File: src/rtl/flash_arbiter.sv
// Shares the single SPI flash read channel between icache and dcache misses.
// dcache has priority, with a starvation guard for icache and a watchdog abort.
module flash_arbiter #(
  parameter int STARVE_LIMIT = 4,
  parameter int TIMEOUT      = 255
) (
  input  logic        CLK,
  input  logic        reset,
  input  logic        icache_req,
  input  logic [19:0] icache_addr,
  input  logic        dcache_req,
  input  logic [19:0] dcache_addr,
  output logic        icache_valid,
  output logic        dcache_valid,
  output logic [31:0] rdata,
  output logic [1:0]  grant,
  output logic        spi_req,
  output logic [19:0] spi_addr,
  input  logic        spi_data_ready,
  input  logic [31:0] spi_data,
  output logic        timeout_err
);

  typedef enum logic [1:0] {IDLE = 2'd0, BUSY = 2'd1, RELEASE = 2'd2} state_t;

  localparam logic [1:0] GRANT_NONE = 2'd0;
  localparam logic [1:0] GRANT_D    = 2'd1;
  localparam logic [1:0] GRANT_I    = 2'd2;
  localparam logic [3:0] STARVE_MAX = 4'(STARVE_LIMIT);
  localparam logic [7:0] WD_MAX     = 8'(TIMEOUT);

  state_t      state_q, state_d;
  logic [3:0]  starve_cnt_q, starve_cnt_d;
  logic [7:0]  wd_cnt_q, wd_cnt_d;
  logic        spi_req_q, spi_req_d;
  logic [1:0]  grant_q, grant_d;
  logic [19:0] spi_addr_q, spi_addr_d;
  logic [31:0] rdata_q, rdata_d;
  logic        icache_valid_q, icache_valid_d;
  logic        dcache_valid_q, dcache_valid_d;
  logic        timeout_err_q, timeout_err_d;

  logic pick_icache;
  logic granted_req;
  logic wd_expired;

  assign pick_icache = icache_req && (!dcache_req || starve_cnt_q == STARVE_MAX);
  assign granted_req = (grant_q == GRANT_I) ? icache_req : dcache_req;
  assign wd_expired  = (wd_cnt_q == WD_MAX);

  // NOTE: sequential state uses non-blocking assignments so every flop samples pre-edge values.
  always_ff @(posedge CLK or posedge reset) begin
    if (reset) begin
      state_q        <= IDLE;
      starve_cnt_q   <= '0;
      wd_cnt_q       <= '0;
      spi_req_q      <= 1'b0;
      grant_q        <= GRANT_NONE;
      spi_addr_q     <= '0;
      rdata_q        <= '0;
      icache_valid_q <= 1'b0;
      dcache_valid_q <= 1'b0;
      timeout_err_q  <= 1'b0;
    end else begin
      state_q        <= state_d;
      starve_cnt_q   <= starve_cnt_d;
      wd_cnt_q       <= wd_cnt_d;
      spi_req_q      <= spi_req_d;
      grant_q        <= grant_d;
      spi_addr_q     <= spi_addr_d;
      rdata_q        <= rdata_d;
      icache_valid_q <= icache_valid_d;
      dcache_valid_q <= dcache_valid_d;
      timeout_err_q  <= timeout_err_d;
    end
  end

  always_comb begin
    state_d = state_q;
    case (state_q)
      IDLE:    if (icache_req || dcache_req) state_d = BUSY;
      BUSY:    if (!granted_req || spi_data_ready || wd_expired) state_d = RELEASE;
      RELEASE: state_d = IDLE;
      default: state_d = IDLE;
    endcase
  end

  // NOTE: every signal gets a default before the case so no latches are inferred.
  always_comb begin
    starve_cnt_d   = starve_cnt_q;
    wd_cnt_d       = wd_cnt_q;
    spi_req_d      = spi_req_q;
    grant_d        = grant_q;
    spi_addr_d     = spi_addr_q;
    rdata_d        = rdata_q;
    icache_valid_d = 1'b0;
    dcache_valid_d = 1'b0;
    timeout_err_d  = 1'b0;
    case (state_q)
      IDLE: begin
        if (icache_req || dcache_req) begin
          spi_req_d = 1'b1;
          wd_cnt_d  = '0;
          if (pick_icache) begin
            grant_d      = GRANT_I;
            spi_addr_d   = icache_addr;
            starve_cnt_d = '0;
          end else begin
            grant_d    = GRANT_D;
            spi_addr_d = dcache_addr;
            // Only count dcache wins that actually made icache wait.
            if (!icache_req)                     starve_cnt_d = '0;
            else if (starve_cnt_q != STARVE_MAX) starve_cnt_d = starve_cnt_q + 4'd1;
          end
        end
      end
      BUSY: begin
        if (!granted_req) begin
          spi_req_d = 1'b0;
          grant_d   = GRANT_NONE;
        end else if (spi_data_ready) begin
          spi_req_d      = 1'b0;
          grant_d        = GRANT_NONE;
          rdata_d        = spi_data;
          icache_valid_d = (grant_q == GRANT_I);
          dcache_valid_d = (grant_q == GRANT_D);
        end else if (wd_expired) begin
          spi_req_d     = 1'b0;
          grant_d       = GRANT_NONE;
          timeout_err_d = 1'b1;
        end else begin
          wd_cnt_d = wd_cnt_q + 8'd1;
        end
      end
      default: begin
        spi_req_d = 1'b0;
        grant_d   = GRANT_NONE;
      end
    endcase
  end

  assign icache_valid = icache_valid_q;
  assign dcache_valid = dcache_valid_q;
  assign rdata        = rdata_q;
  assign grant        = grant_q;
  assign spi_req      = spi_req_q;
  assign spi_addr     = spi_addr_q;
  assign timeout_err  = timeout_err_q;

endmodule

File: config.mk
export PLATFORM = sky130hd
export DESIGN_NAME = flash_arbiter
export DESIGN_NICKNAME = d
export VERILOG_FILES = /design/src/rtl/flash_arbiter.sv
export SDC_FILE = /design/constraint.sdc
export NUM_CORES = 1
export LEC_CHECK = 0
export CORE_MARGIN = 1
export CORE_UTILIZATION = 40
export DETAILED_ROUTE_END_ITERATION = 10
export PLACE_DENSITY = 0.77
export RECOVER_POWER = 50
export SETUP_SLACK_MARGIN = 0.02
export SYNTH_ARGS = -nofsm -noshare
export SYNTH_HDL_FRONTEND = slang
export SYNTH_SLANG_ARGS = --single-unit
export TNS_END_PERCENT = 100
File: constraint.sdc
create_clock -name CLK -period 4.3 [get_ports CLK]
set_input_delay 0.86 -clock CLK [delete_from_list [all_inputs] [get_ports CLK]]
set_output_delay 0.86 -clock CLK [all_outputs]
set_load 0.05 [all_outputs]
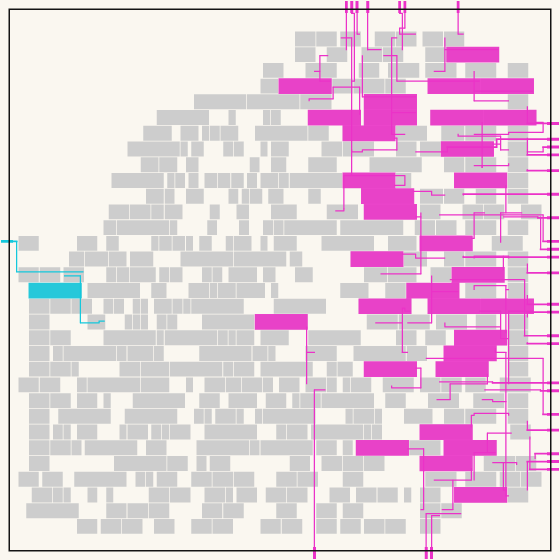
Fig. 1. I/O nets highlighted.
- magenta: rdata (bits 32; direction output; end cells 32; buffers 32; wire 846 um)
- cyan: spi_req (bits 1; direction output; end cells 1; buffers 1; wire 32.9 um)

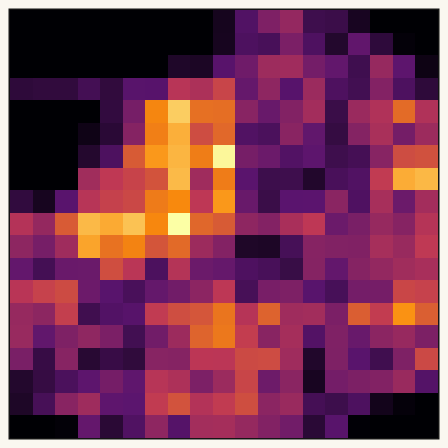
Fig. 2. Signal metal coverage by tile.
The die is cut into 19 by 19 equal tiles; black is low, pale yellow is high, scaled to the fullest tile. Values are wire area over tile area, all layers added.
- fullest tile: 0.45
- tiles over half the peak: 20%
- mean over tiles: 0.14
- emptiest ninth of the die: north-west
- nearly empty tiles: 14%

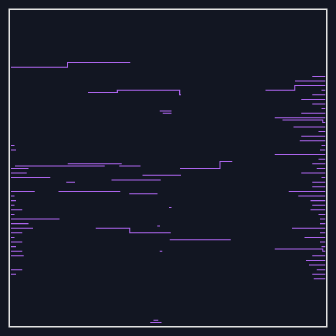
Fig. 3. Signal wires on met3.
- nets with wire on the layer: 78
- longest straight run: 26.2 um
via count: 2581
Post-Route WL: 7850 um
met3 Use GR: 6.34%

==> ci_impl_report.md <==
## Synthesis and layout report

| Metric | Value |
|---|---|
| Crit path depth | 3 |
| Final non-filler cell total | 513 |
| Fin worst setup slack | 1.58 ns |
| Worst Setup Path Type | in2async |
| Setup_tns | 0 ns |
| First-pass GRT wire length | 13300 um |
| Area delta synth->final | 47.9% |
| Clock network fraction of total power | 14.4% |
| TritonCTS clock tree | built |
| Nets@finish | 486 |
| Slowest cell on crit path | clkbuf_1 |
| Ys cells | 269 |
| Tap cells | 102 |
| Post-synth top flop | dfrtp_1 |
| Count leader, synth | dfrtp_1 |
| Main area contributors | dfrtp_1 54%, mux2_4 13%, mux2i_1 6.6%, o21ai_0 4.0%, nand2_1 3.1% |
| CP endpoint | starve_cnt_q[3] |
| Top class by area | sequential cells |
| Vias per inst | 5.03 |
| Cells after Synth | 269 |
| CTS Buf Count | 9 |
| Synth cell types | 42 |
| Final hold slack | 0.483 ns |
| Synth Warn # | 0 |
| Int Power | 0.00209 W |
| Max-cap violations | 0 |
| Number of ordinary inverters in the final layout | 5 |
| Clock buffer count | 11 |
| Via count of the first global-routing pass | 2724 |
| Final Setup Violations | 0 |
| Hold_buf cts | 0 |
| Seq. cell area | 1800 um^2 |
| Final setup skew | 0.0101 ns |
| Max VDD drop | 0.000421 V |
| Worst-path clk slew | 0.08 ns |
| Hold Crit Start | spi_addr[18] |
| Aoi share | 8.99% |
| Antenna Nets Post-Route | 0 |
| Worst setup EP type | async pin |
| Placed cells | 497 |
| Status | complete, no violations |
| XOR/XNOR Fraction of Synth Area | 0.262% |
| Worst-skew pair later-pin latency | 0.34 ns |
| Top-area cell share | 53.9% |
| RSZ-0062 raised after global routing | no |
| R2R setup slack | 2.14 ns |
| CP bufs+invs | 3 |
| Multi-input logic area | 1410 um^2 |
## per-layer routing
metal	vias up	wire length, um	global-route usage, %	share of wire (%)
met5	-	0	0	0
met4	0	97	5.90	1.2
met3	9	547	6.34	7.0
met2	102	3770	32.7	48
met1	1242	3430	24.7	44
li1	1228	-	-	-
## power groups by stage
stage | logic [W] | registers [W] | clock network [W]
2_1_floorplan | 0.000574 | 0.00204 | 0
3_3_place_gp | 0.00214 | 0.00115 | 0
3_5_place_dp | 0.00218 | 0.00116 | 0
4_1_cts | 0.00218 | 0.00115 | 0.000575
5_1_grt | 0.00227 | 0.00119 | 0.000603
6_report | 0.00216 | 0.00115 | 0.000557
Power and IR drop assume default switching activity.
